## src/rtl/timer_arb_pkg.sv

```systemverilog
// timer_arb_pkg
//   Shared definitions for the timer arbiter: arbiter state encoding,
//   default field widths, the largest legal seconds value and a small
//   round-robin pointer helper.
package timer_arb_pkg;

  localparam int N_REQ_DEF = 4;
  localparam int MIN_W_DEF = 3;
  localparam int SEC_W_DEF = 6;
  localparam int MAX_SEC   = 59;

  typedef enum logic [1:0] {
    ST_IDLE = 2'd0,
    ST_LOAD = 2'd1,
    ST_RUN  = 2'd2,
    ST_FIN  = 2'd3
  } state_e;

  // Requester index that follows idx in round-robin order over n requesters.
  function automatic int rr_next(input int idx, input int n);
    return (idx + 1 >= n) ? 0 : idx + 1;
  endfunction

endpackage

```

## src/rtl/rr_arbiter.sv

```systemverilog
// rr_arbiter
//   Combinational round-robin pick: the first asserted request at or after
//   the pointer, wrapping around.
// Ports
//   i_req   : request vector, one bit per requester
//   i_ptr   : requester index that has highest priority this cycle
//   o_pick  : one-hot selected requester (all zero when nothing requests)
//   o_valid : at least one request was selected
module rr_arbiter #(
  parameter int N_REQ = 4,
  parameter int PW    = (N_REQ > 1) ? $clog2(N_REQ) : 1
) (
  input  logic [N_REQ-1:0] i_req,
  input  logic [PW-1:0]    i_ptr,
  output logic [N_REQ-1:0] o_pick,
  output logic             o_valid
);

  function automatic logic [PW-1:0] wrap_add(input logic [PW-1:0] p, input int k);
    int s;
    s = int'(p) + k;
    if (s >= N_REQ) s = s - N_REQ;
    return PW'(s);
  endfunction

  always_comb begin
    o_pick  = '0;
    o_valid = 1'b0;
    for (int k = 0; k < N_REQ; k++) begin
      if (!o_valid && i_req[wrap_add(i_ptr, k)]) begin
        o_pick[wrap_add(i_ptr, k)] = 1'b1;
        o_valid                    = 1'b1;
      end
    end
  end

endmodule

```

## src/rtl/timer_arbiter.sv

```systemverilog
// timer_arbiter
//   Shares one minute/second TIMER between N_REQ requesters. A requester
//   holds REQ with its preset; the arbiter grants round-robin, loads and
//   starts the TIMER, waits for a fresh TIME_UP rise and reports DONE.
//   Presets with seconds above 59 are rejected with ERR; a 0:00 preset
//   completes without touching the TIMER.
// Ports
//   SYSCLK, RST_B          : clock, asynchronous active-low reset
//   REQ, REQ_MIN, REQ_SEC  : per-requester level request and packed preset
//   GNT, DONE, ERR         : one-hot grant, completion pulse, reject pulse
//   BUSY                   : arbiter is not idle
//   TMR_MIN, TMR_SEC       : preset presented to the TIMER
//   TMR_START              : one-cycle TIMER load/start
//   TMR_TIME_UP            : TIMER expiry level
//
// state   | meaning
// --------+-----------------------------------------------------------
// ST_IDLE | no grant; pick next requester, reject bad presets
// ST_LOAD | grant held, TMR_START high for this single cycle
// ST_RUN  | waiting for a TIME_UP rise, abort if REQ drops
// ST_FIN  | DONE pulse issued at exit, grant released
module timer_arbiter
  import timer_arb_pkg::*;
#(
  parameter int N_REQ = N_REQ_DEF,
  parameter int MIN_W = MIN_W_DEF,
  parameter int SEC_W = SEC_W_DEF
) (
  input  logic                   SYSCLK,
  input  logic                   RST_B,
  input  logic [N_REQ-1:0]       REQ,
  input  logic [N_REQ*MIN_W-1:0] REQ_MIN,
  input  logic [N_REQ*SEC_W-1:0] REQ_SEC,
  output logic [N_REQ-1:0]       GNT,
  output logic [N_REQ-1:0]       DONE,
  output logic [N_REQ-1:0]       ERR,
  output logic                   BUSY,
  output logic [MIN_W-1:0]       TMR_MIN,
  output logic [SEC_W-1:0]       TMR_SEC,
  output logic                   TMR_START,
  input  logic                   TMR_TIME_UP
);

  localparam int PW = (N_REQ > 1) ? $clog2(N_REQ) : 1;

  state_e           r_state;
  logic [PW-1:0]    r_rr_ptr;
  logic [PW-1:0]    r_idx;
  logic [N_REQ-1:0] r_gnt;
  logic [N_REQ-1:0] r_done;
  logic [N_REQ-1:0] r_err;
  logic             r_busy;
  logic             r_tmr_start;
  logic [MIN_W-1:0] r_tmr_min;
  logic [SEC_W-1:0] r_tmr_sec;
  logic             r_tu_q;

  logic [N_REQ-1:0] w_pick;
  logic             w_valid;
  logic [PW-1:0]    w_pick_idx;
  logic [MIN_W-1:0] w_sel_min;
  logic [SEC_W-1:0] w_sel_sec;
  logic             w_sel_bad;
  logic             w_sel_zero;
  logic             w_req_held;
  logic             w_tu_rise;
  logic [PW-1:0]    w_ptr_after_pick;
  logic [PW-1:0]    w_ptr_after_idx;

  rr_arbiter #(
    .N_REQ (N_REQ),
    .PW    (PW)
  ) u_rr (
    .i_req   (REQ),
    .i_ptr   (r_rr_ptr),
    .o_pick  (w_pick),
    .o_valid (w_valid)
  );

  always_comb begin
    w_pick_idx = '0;
    w_sel_min  = '0;
    w_sel_sec  = '0;
    for (int k = 0; k < N_REQ; k++) begin
      if (w_pick[k]) begin
        w_pick_idx = PW'(k);
        w_sel_min  = REQ_MIN[k*MIN_W +: MIN_W];
        w_sel_sec  = REQ_SEC[k*SEC_W +: SEC_W];
      end
    end
  end

  assign w_sel_bad        = int'(w_sel_sec) > MAX_SEC;
  assign w_sel_zero       = (w_sel_min == '0) && (w_sel_sec == '0);
  assign w_req_held       = REQ[r_idx];
  // r_tu_q tracks the level at the previous edge, so a level already high
  // when RUN is entered never looks like a rise.
  assign w_tu_rise        = TMR_TIME_UP & ~r_tu_q;
  assign w_ptr_after_pick = PW'(rr_next(int'(w_pick_idx), N_REQ));
  assign w_ptr_after_idx  = PW'(rr_next(int'(r_idx), N_REQ));

  always_ff @(posedge SYSCLK or negedge RST_B) begin
    if (!RST_B) begin
      r_state     <= ST_IDLE;
      r_rr_ptr    <= '0;
      r_idx       <= '0;
      r_gnt       <= '0;
      r_done      <= '0;
      r_err       <= '0;
      r_busy      <= 1'b0;
      r_tmr_start <= 1'b0;
      r_tmr_min   <= '0;
      r_tmr_sec   <= '0;
      r_tu_q      <= 1'b0;
    end else begin
      r_tu_q      <= TMR_TIME_UP;
      r_done      <= '0;
      r_err       <= '0;
      r_tmr_start <= 1'b0;
      case (r_state)
        ST_IDLE: begin
          if (w_valid) begin
            if (w_sel_bad) begin
              r_err    <= w_pick;
              r_rr_ptr <= w_ptr_after_pick;
            end else begin
              r_gnt  <= w_pick;
              r_idx  <= w_pick_idx;
              r_busy <= 1'b1;
              if (w_sel_zero) begin
                // nothing to time: the TIMER keeps its previous preset
                r_state <= ST_FIN;
              end else begin
                r_state     <= ST_LOAD;
                r_tmr_start <= 1'b1;
                r_tmr_min   <= w_sel_min;
                r_tmr_sec   <= w_sel_sec;
              end
            end
          end
        end
        ST_LOAD, ST_RUN: begin
          if (!w_req_held) begin
            // abandoned grant: the TIMER is left running, the next grant reloads it
            r_gnt    <= '0;
            r_busy   <= 1'b0;
            r_rr_ptr <= w_ptr_after_idx;
            r_state  <= ST_IDLE;
          end else if (r_state == ST_LOAD) begin
            r_state <= ST_RUN;
          end else if (w_tu_rise) begin
            r_state <= ST_FIN;
          end
        end
        ST_FIN: begin
          r_done   <= r_gnt;
          r_gnt    <= '0;
          r_busy   <= 1'b0;
          r_rr_ptr <= w_ptr_after_idx;
          r_state  <= ST_IDLE;
        end
        default: begin
          r_gnt   <= '0;
          r_busy  <= 1'b0;
          r_state <= ST_IDLE;
        end
      endcase
    end
  end

  assign GNT       = r_gnt;
  assign DONE      = r_done;
  assign ERR       = r_err;
  assign BUSY      = r_busy;
  assign TMR_MIN   = r_tmr_min;
  assign TMR_SEC   = r_tmr_sec;
  assign TMR_START = r_tmr_start;

endmodule

```

## config.mk

```make
export PLATFORM = sky130hd
export DESIGN_NAME = timer_arbiter
export DESIGN_NICKNAME = d
export VERILOG_FILES = /design/src/rtl/timer_arb_pkg.sv /design/src/rtl/rr_arbiter.sv /design/src/rtl/timer_arbiter.sv
export SDC_FILE = /design/constraint.sdc
export NUM_CORES = 1
export LEC_CHECK = 0
export ABC_AREA = 1
export CAP_MARGIN = 0
export CORE_MARGIN = 8
export CORE_UTILIZATION = 30
export CTS_CLUSTER_SIZE = 20
export DETAILED_ROUTE_END_ITERATION = 12
export MAX_ROUTING_LAYER = met4
export SYNTH_ARGS = -nofsm -noshare
export SYNTH_HDL_FRONTEND = slang
export SYNTH_HIERARCHICAL = 1
export SYNTH_SLANG_ARGS = --single-unit
```

## constraint.sdc

```tcl
create_clock -name SYSCLK -period 7.4 [get_ports SYSCLK]
set_input_delay 1.85 -clock SYSCLK [delete_from_list [all_inputs] [get_ports SYSCLK]]
set_output_delay 1.85 -clock SYSCLK [all_outputs]
set_load 0.02 [all_outputs]
```

==> impl_metrics.env, run 1 <==
# physical design summary
export IMPL_fill_cells=824
export IMPL_ys_types=27
export IMPL_cap_violations=0
export IMPL_ys_area_um2=2440
export IMPL_comb_share_pct=43.7
export IMPL_grt_overflow_total=0
export IMPL_netlist_area_leader_share_pct=30.7
export IMPL_dp_cells=504
export IMPL_cp_slowest_cell="clkdlybuf4s50_1"
export IMPL_holdBufCountCts=0
export IMPL_core_um2=8050
export IMPL_route_detailed_drc=0
export IMPL_finClkSkew_ns=0.00929
export IMPL_drtIter0Drc=81
export IMPL_status="finished clean"
export IMPL_wl_met3_um=332
export IMPL_min_delay_worst_endpoint="TMR_SEC[1]$_DFFE_PN0P_"
export IMPL_nNonClkBuffers=66
export IMPL_synthTopLogicFamily="simple AND/OR/NAND/NOR gates"
export IMPL_clkCellAreaFrac_pct=2.83
export IMPL_place_hpwl_um=5320
export IMPL_fp_util_pct=30.3
export IMPL_vias_per_cell=4.54
export IMPL_muxShareOfSynthArea_pct=0
export IMPL_cp_buffers_inverters=2
export IMPL_avgSynthCellArea_um2=7.16
export IMPL_r2r_slack_ns=3.71
export IMPL_diodes=0
export IMPL_cp_startpoint="REQ[3]"
export IMPL_slew_limit_headroom_pct=56.5
export IMPL_path_cells="clkdlybuf4s50_1 > nand2_1 > nand3_4 > nand2_4 > nand3_2 > nor2_1 > nor2_1 > nand2_1 > nor2_4 > nand2_1 > inv_1 > a21oi_2 > nand2_1 > nor2_4 > nor3_4 > nand3_2 > nand2_1"
export IMPL_highest_layer="met4"
export IMPL_regToRegStartpoint="r_rr_ptr[0]$_DFFE_PN0P_"
export IMPL_ff2ff_path_depth=18
export IMPL_finalSetupTns_ns=0
export IMPL_gr_usage_all_layers_pct=12.1
export IMPL_drive_gt1_share_pct=14.0
export IMPL_cts_buffer_depth=2
export IMPL_met2_length_um=3160
export IMPL_final_cells=512
export IMPL_largest_cell_class="combinational gates"
export IMPL_die_y_um=106
export IMPL_fmax_ghz=0.212
export IMPL_hold_start="TMR_SEC[1]$_DFFE_PN0P_"
export IMPL_simple_gate_share_pct=46.5
export IMPL_warning_count=35
export IMPL_grt_pass1_wl_um=11000
export IMPL_postSynthSeqShare_pct=30.7
export IMPL_cp_common_cell="nand2_1"
export IMPL_dp_slack_ns=2.39
export IMPL_lay_top_cells="nand2_1 (111), clkdlybuf4s50_1 (65), inv_1 (44)"
export IMPL_ys_sh_aoi_pct=5.23
export IMPL_start_kind="input port"
export IMPL_die_area_um2=11300
export IMPL_holdPathStages=2
export IMPL_clock_sinks=30
export IMPL_htree_num_levels=2
export IMPL_xor_area_share_pct=0
export IMPL_seq_share_pct=23.2
export IMPL_worst_pin_slew_ns=0.652
export IMPL_post_cts_resized=0
export IMPL_comb_area_um2=1410
export IMPL_holdWs_ns=0.476
export IMPL_fin_ws_ns=2.68
export IMPL_netlist_instances=341
export IMPL_stdcell_area_um2=3230
export IMPL_worstSetupEndpoint="TMR_SEC[0]$_DFFE_PN0P_"
export IMPL_first_pass_iters=4
export IMPL_insertion_delay_ns=0.28
export IMPL_yosysWarnings=6
export IMPL_ys_flop_type="dfrtp_1"
export IMPL_arrival_ns=4.94
export IMPL_most_common_cell="nand2_1"
export IMPL_cts_inserted_buffers=5
export IMPL_hold_viol_final=0
export IMPL_endpoint_kind="flop"
export IMPL_wire_per_inst_um=12.8
export IMPL_cp_max_fo=16
export IMPL_grt_pass1_vias=2357
export IMPL_final_util_pct=40.2
## run 1: layer usage
layer  vias up  global-route usage, %
met1      1059                   14.0
met2        68                   20.4
met3         8                   2.48
li1       1190                      -
met4         0                   3.92
met5         -                      -
## run 1: state kept, by name, indices dropped and copies added (netlist names), 2 cells and up
register  flops
r_idx         2
ERR           4
GNT           4
TMR_SEC       6
r_state       2
TMR_MIN       3
DONE          4
r_rr_ptr      2
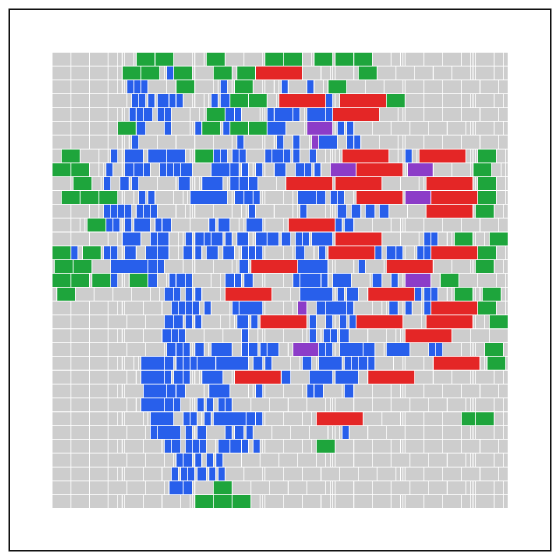
**Above:** run 1 (placement by cell class).
Fill, decap, tap and diode cells in grey.
- all other logic: blue (cells 303)
- flip-flops: red (cells 30)
- other buffers and delay cells: green (cells 66)
- clock drivers and dummy loads: purple (cells 8)

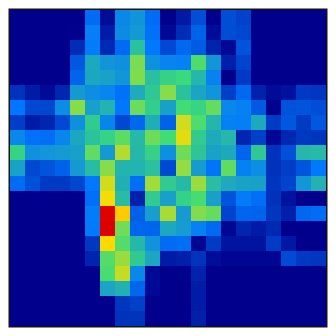
**Above:** run 1 (wire density map).
21 x 21 tiles, from dark blue (low) to red (high), scaled to the fullest tile. Values are wire area over tile area, all layers added.
- emptiest ninth of the die: bottom right
- mean over tiles: 0.092
- densest ninth of the die: middle
- fullest tile: 0.50
- nearly empty tiles: 37%
- tiles over half the peak: 8.6%
via count: 2,325
routed wire length: 6560 µm

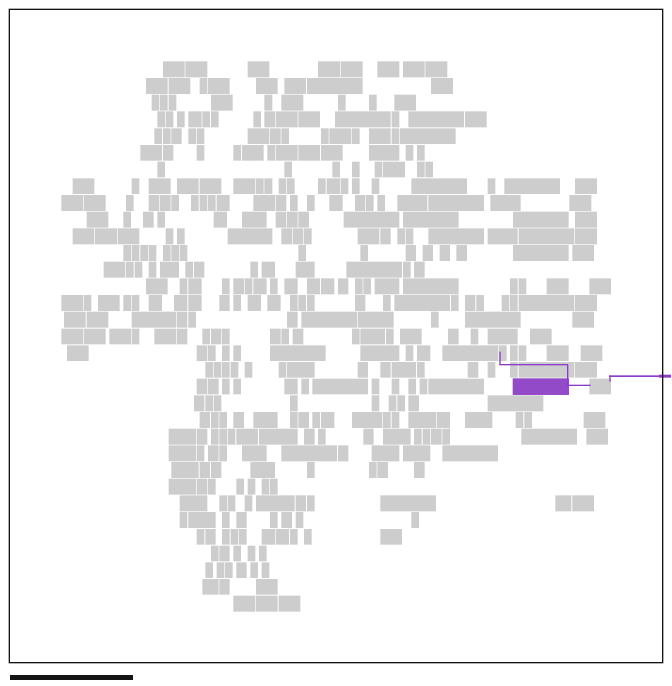
**Above:** run 1 (wires at chosen ports, followed through buffers).
Scale bar: 20 µm.
- BUSY: purple (bits 1; direction output; end cells 1; wire 29.1 µm)
I/O Buffers: 65
Boundary Pins: 66

**Run 1: cell placement**

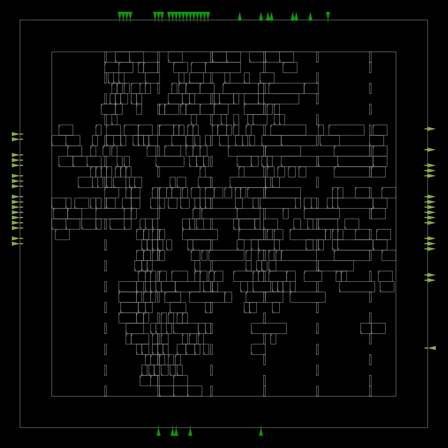

==> inputs of run 2 (changes only) <==
==> constraint.sdc (replaced) <==
create_clock -name SYSCLK -period 3.9 [get_ports SYSCLK]
set_input_delay 0.975 -clock SYSCLK [delete_from_list [all_inputs] [get_ports SYSCLK]]
set_output_delay 0.975 -clock SYSCLK [all_outputs]
set_load 0.02 [all_outputs]
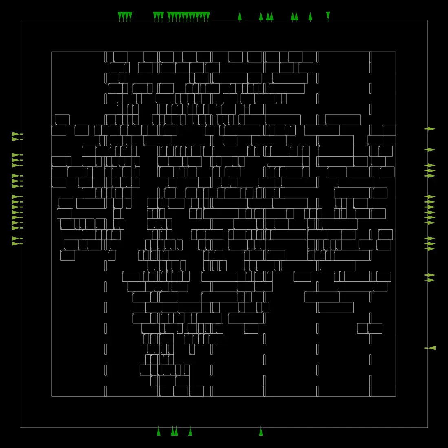
**Above:** run 2 (cell placement).
core area: 8050 µm²
# Taps: 105
flop count: 30
Finished Layout Cells: 515
Seq/total area: 23.1%

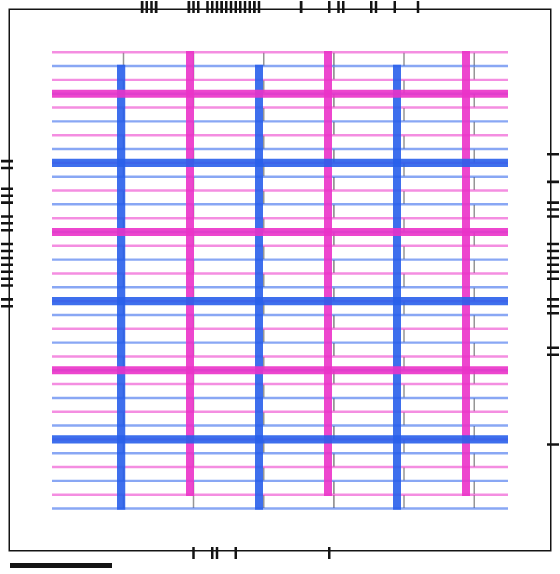
**Above:** run 2 (power grid).
Scale bar: 20 µm. Pins as bars on the die edge. Tap cells in grey.
- VSS: blue
- VDD: magenta
- met4 straps: 6
- met5 straps: 6
- tap cells: 105
- rows: 33
- met1 rails: 34
Die Span X: 106 µm

==> run 2 against run 1 <==
Against the previous run:
- critical endpoint is now GNT[3]$_DFFE_PN0P_
- global-route usage down 0.079 points
- largest cell class unchanged
- design area is 0.46% higher
- wire length is 2.0% lower
- first-iteration DRC count fell by 26%
- sequential share of layout area is 0.11 points lower
- via count is 1.8% lower
- hold slack worse by 0.0054 ns
==> impl_metrics.env, run 2 <==
# physical design summary
export IMPL_status="finished clean"
export IMPL_grt_pass1_wl_um=11000
export IMPL_min_delay_worst_endpoint="TMR_SEC[1]$_DFFE_PN0P_"
export IMPL_via_count=2282
export IMPL_rsz0062_at_grt="false"
export IMPL_nNonClkInverters=49
export IMPL_comb_area_um2=1410
export IMPL_route_detailed_drc=0
export IMPL_ys_flop_type="dfrtp_1"
export IMPL_drtIter0Drc=60
export IMPL_hold_viol_final=0
export IMPL_avgSynthCellArea_um2=7.16
export IMPL_most_common_cell="nand2_1"
export IMPL_xor_area_share_pct=0
export IMPL_stdcell_area_um2=3250
export IMPL_warning_count=35
export IMPL_post_cts_buffers=0
export IMPL_fin_ws_ns=0.288
export IMPL_diodes=0
export IMPL_largest_register_ffs=6
export IMPL_post_cts_resized=0
export IMPL_worst_pin_slew_ns=0.534
export IMPL_die_area_um2=11300
export IMPL_htree_num_levels=2
export IMPL_cts_buffer_depth=2
export IMPL_insertion_delay_ns=0.28
export IMPL_regToRegStartpoint="r_rr_ptr[0]$_DFFE_PN0P_"
export IMPL_clkCellAreaFrac_pct=2.35
export IMPL_met2_usage_pct=20.5
export IMPL_nonClkBufAreaFrac_pct=21.2
export IMPL_arrival_ns=3.79
export IMPL_slowest_delay_ns=0.55
export IMPL_postRouteAntennaNets=0
export IMPL_cp_buffers_inverters=2
export IMPL_io_buffers=65
export IMPL_final_util_pct=40.3
export IMPL_holdBufCountCts=0
export IMPL_highest_layer="met4"
export IMPL_fp_util_pct=30.3
export IMPL_seq_area_um2=751
export IMPL_ys_sh_aoi_pct=5.23
export IMPL_worstReg2RegEnd="TMR_SEC[2]$_DFFE_PN0P_"
export IMPL_cp_common_cell="nand2_1"
export IMPL_slew_limit_headroom_pct=64.3
export IMPL_fp_nets=396
export IMPL_cp_slowest_cell="clkdlybuf4s50_1"
export IMPL_hold_start="TMR_SEC[1]$_DFFE_PN0P_"
export IMPL_gr_usage_all_layers_pct=12.0
export IMPL_cts_clk_slew_worst_paths_ns=0.06
export IMPL_start_kind="input port"
export IMPL_simple_gate_share_pct=46.5
export IMPL_r2r_slack_ns=0.48
export IMPL_ys_types=27
export IMPL_dp_cells=508
export IMPL_holdPathStages=2
export IMPL_wire_per_inst_um=12.5
export IMPL_drt_wl_total_um=6430
export IMPL_wl_met3_um=328
export IMPL_met3_usage_pct=2.30
export IMPL_holdWs_ns=0.471
export IMPL_muxShareOfSynthArea_pct=0
export IMPL_met2_length_um=3110
export IMPL_vias_per_cell=4.43
export IMPL_fmax_ghz=0.277
export IMPL_largest_cell_class="combinational gates"
export IMPL_adder_share_pct=6.15
export IMPL_fill_cells=834
export IMPL_met1_usage_pct=14.1
export IMPL_comb_share_pct=43.5
export IMPL_dp_slack_ns=0.0166
export IMPL_place_hpwl_um=5300
export IMPL_ff2ff_path_depth=18
export IMPL_endpoint_kind="flop"
export IMPL_netlist_instances=341
export IMPL_place_gp_congestion=0.951
export IMPL_postSynthSeqShare_pct=30.7
export IMPL_ys_area_um2=2440
export IMPL_first_pass_iters=4
export IMPL_min_period_ns=3.61
export IMPL_yosysWarnings=6
export IMPL_synthTopLogicFamily="simple AND/OR/NAND/NOR gates"
export IMPL_io_pins=66
export IMPL_top_usage_layer="met2"
export IMPL_nNonClkBuffers=70
export IMPL_grt_pass1_vias=2360
export IMPL_path_cells="clkdlybuf4s50_1 > nand2_1 > nand3_4 > nand2_4 > nand3_2 > nor2_1 > nor2_1 > nand2_1 > buf_4 > nor2_8 > nand2_1 > a21oi_2 > nand2_1 > nor2_4 > nand2_4 > nand2_2 > nand2_1 > o21ai_0"
export IMPL_ys_async_sr_fraction_pct=100
export IMPL_antenna_found_initial=0
export IMPL_clock_sinks=30
export IMPL_lay_top_cells="nand2_1 (111), clkdlybuf4s50_1 (65), inv_1 (44)"
export IMPL_finClkSkew_ns=0.0117
export IMPL_finalSetupTns_ns=0
export IMPL_cts_inserted_buffers=5
export IMPL_netlist_area_leader_share_pct=30.7
export IMPL_grt_overflow_total=0
export IMPL_drive_gt1_share_pct=14.4
export IMPL_cp_max_fo=7
export IMPL_cap_violations=0
run 2: how the worst max path moves through the flow:
stage / startpoint / to / cells past startpoint
2_1_floorplan: REQ[1] / TMR_SEC[2]$_DFFE_PN0P_ / 20
3_3_place_gp: REQ[3] / TMR_SEC[5]$_DFFE_PN0P_ / 19
3_5_place_dp: REQ[3] / r_rr_ptr[1]$_DFFE_PN0P_ / 17
4_1_cts: REQ[3] / GNT[3]$_DFFE_PN0P_ / 18
5_1_grt: REQ[1] / TMR_SEC[4]$_DFFE_PN0P_ / 20
6_report: REQ[3] / GNT[3]$_DFFE_PN0P_ / 18
run 2: worst reg2reg max path: cells and delay by family (launching register included):
kind | cells | cell delay [ns]
compound gates | 1 | 0.08
fa+ha+maj | 1 | 0.36
buf+inv | 3 | 0.51
simple gates | 13 | 1.81
flops | 1 | 0.59
==> inputs of run 3 (changes only) <==
==> constraint.sdc (replaced) <==
create_clock -name SYSCLK -period 3.9 [get_ports SYSCLK]
set_input_delay 0.975 -clock SYSCLK [delete_from_list [all_inputs] [get_ports SYSCLK]]
set_output_delay 0.975 -clock SYSCLK [all_outputs]
set_load 0.1 [all_outputs]
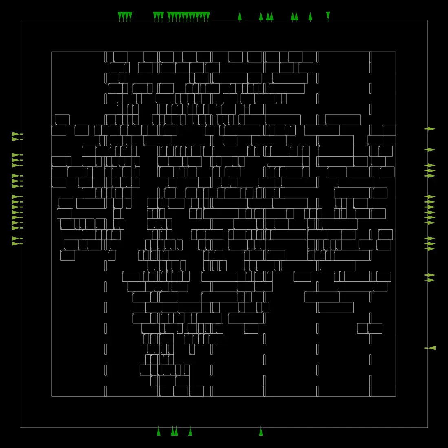
**Above:** run 3 (cell placement).
Fill cells: 834
Final Core Density: 40.3%
Rows: 33

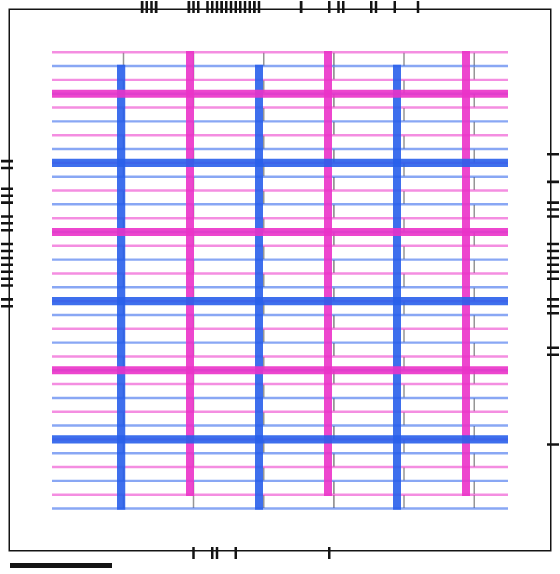
**Above:** run 3 (power grid).
Scale bar: 20 µm. Pins as bars on the die edge. Tap cells in grey.
- VDD: magenta
- VSS: blue
- met4 straps: 6
- signal pins: 66
- rows: 33

==> run 3 against run 2 <==
Against the previous run:
- core utilization did not move
- design area unchanged
- largest cell class unchanged
- sequential share of layout area is the same
- synthesized cell count unchanged
- critical endpoint unchanged
- wire length unchanged
- final cell count unchanged
- highest routed layer unchanged
- die area did not move
- first-iteration DRC count unchanged
- count of clock-buffer cells in the layout is the same
- hold slack did not move
==> impl_metrics.env, run 3 <==
# physical design summary
export IMPL_muxShareOfSynthArea_pct=0
export IMPL_comb_area_um2=1410
export IMPL_path_cells="clkdlybuf4s50_1 > nand2_1 > nand3_4 > nand2_4 > nand3_2 > nor2_1 > nor2_1 > nand2_1 > buf_4 > nor2_8 > nand2_1 > a21oi_2 > nand2_1 > nor2_4 > nand2_4 > nand2_2 > nand2_1 > o21ai_0"
export IMPL_drive_gt1_share_pct=14.4
export IMPL_lay_top_cells="nand2_1 (111), clkdlybuf4s50_1 (65), inv_1 (44)"
export IMPL_cp_buffers_inverters=2
export IMPL_nNetsFinal=465
export IMPL_cp_slowest_cell="clkdlybuf4s50_1"
export IMPL_fp_util_pct=30.3
export IMPL_ys_flop_type="dfrtp_1"
export IMPL_final_cells=515
export IMPL_slew_limit_headroom_pct=34.3
export IMPL_clkCellAreaFrac_pct=2.35
export IMPL_met2_usage_pct=20.5
export IMPL_finClkSkew_ns=0.0117
export IMPL_highest_layer="met4"
export IMPL_adder_share_pct=6.15
export IMPL_ys_types=27
export IMPL_arrival_ns=3.79
export IMPL_start_kind="input port"
export IMPL_antenna_found_initial=0
export IMPL_avgSynthCellArea_um2=7.16
export IMPL_xor_area_share_pct=0
export IMPL_holdWs_ns=0.471
export IMPL_fmax_ghz=0.277
export IMPL_hold_viol_final=0
export IMPL_diodes=0
export IMPL_insertion_delay_ns=0.28
export IMPL_place_hpwl_um=5300
export IMPL_regToRegStartpoint="r_rr_ptr[0]$_DFFE_PN0P_"
export IMPL_netlist_area_leader_share_pct=30.7
export IMPL_largest_register_ffs=6
export IMPL_yosysWarnings=6
export IMPL_core_um2=8050
export IMPL_worstReg2RegEnd="TMR_SEC[2]$_DFFE_PN0P_"
export IMPL_slowest_delay_ns=0.55
export IMPL_wl_met1_um=2930
export IMPL_top_usage_layer="met2"
export IMPL_cp_data_required_time_ns=4.08
export IMPL_place_gp_congestion=0.951
export IMPL_cap_violations=0
export IMPL_cp_common_cell="nand2_1"
export IMPL_cp_max_fo=7
export IMPL_r2r_slack_ns=0.48
export IMPL_layout_worst_path_cycle_share_pct=92.6
export IMPL_ff2ff_path_depth=18
export IMPL_path_delay_family="simple AND/OR/NAND/NOR gates"
export IMPL_finalMaxSlewViolations=0
export IMPL_ys_area_um2=2440
export IMPL_vias_per_cell=4.43
export IMPL_holdBufCountCts=0
export IMPL_drtIter0Drc=60
export IMPL_clock_sinks=30
export IMPL_dp_cells=508
export IMPL_first_pass_iters=4
export IMPL_synthTopLogicFamily="simple AND/OR/NAND/NOR gates"
export IMPL_comb_share_pct=43.5
export IMPL_warning_count=35
export IMPL_hold_start="TMR_SEC[1]$_DFFE_PN0P_"
export IMPL_via_count=2282
export IMPL_holdPathStages=2
export IMPL_route_detailed_drc=0
export IMPL_die_area_um2=11300
export IMPL_drt_wl_total_um=6430
export IMPL_rsz0062_at_grt="false"
export IMPL_cts_inserted_buffers=5
export IMPL_io_buffers=65
export IMPL_simple_gate_share_pct=46.5
export IMPL_nonClkBufAreaFrac_pct=21.2
export IMPL_dp_slack_ns=0.0166
export IMPL_met1_usage_pct=14.1
export IMPL_grt_pass1_wl_um=11000
export IMPL_largest_cell_class="combinational gates"
export IMPL_post_cts_resized=0
export IMPL_most_common_cell="nand2_1"
export IMPL_wl_met3_um=328
export IMPL_nWellTaps=105
export IMPL_post_cts_buffers=0
export IMPL_ys_async_sr_fraction_pct=100
export IMPL_nNonClkInverters=49
export IMPL_postSynthSeqShare_pct=30.7
export IMPL_nNonClkBuffers=70
export IMPL_grt_overflow_total=0
export IMPL_cts_clk_slew_worst_paths_ns=0.06
export IMPL_io_pins=66
export IMPL_gr_usage_all_layers_pct=12.0
export IMPL_stdcell_area_um2=3250
export IMPL_seq_share_pct=23.1
export IMPL_wire_per_inst_um=12.5
export IMPL_status="finished clean"
export IMPL_postRouteAntennaNets=0
export IMPL_seq_area_um2=751
export IMPL_worst_pin_slew_ns=0.982
export IMPL_grt_pass1_vias=2360
export IMPL_endpoint_kind="flop"
export IMPL_min_delay_worst_endpoint="TMR_SEC[1]$_DFFE_PN0P_"
export IMPL_met2_length_um=3110
export IMPL_htree_num_levels=2
export IMPL_ys_sh_aoi_pct=5.23
export IMPL_met3_usage_pct=2.30
export IMPL_netlist_instances=341
export IMPL_cts_buffer_depth=2
export IMPL_finalSetupTns_ns=0
export IMPL_synthTopCellsByCount="nand2_1 (111), inv_1 (44), nand3_1 (39)"
export IMPL_min_period_ns=3.61
export IMPL_flop_count=30
export IMPL_fp_nets=396
export IMPL_fin_ws_ns=0.288
export IMPL_die_w_um=106
==> run 3: cell counts in the layout (fill, tap and decap cells not counted) <==
No cell type changed its count.
==> run 3: worst max path at each step <==
stage / startpoint / endpoint / depth (start not counted)
4_1_cts: REQ[3] / GNT[3]$_DFFE_PN0P_ / 18
3_3_place_gp: REQ[3] / TMR_SEC[5]$_DFFE_PN0P_ / 19
2_1_floorplan: REQ[1] / TMR_SEC[2]$_DFFE_PN0P_ / 20
6_report: REQ[3] / GNT[3]$_DFFE_PN0P_ / 18
3_5_place_dp: REQ[3] / r_rr_ptr[1]$_DFFE_PN0P_ / 17
5_1_grt: REQ[1] / TMR_SEC[4]$_DFFE_PN0P_ / 20
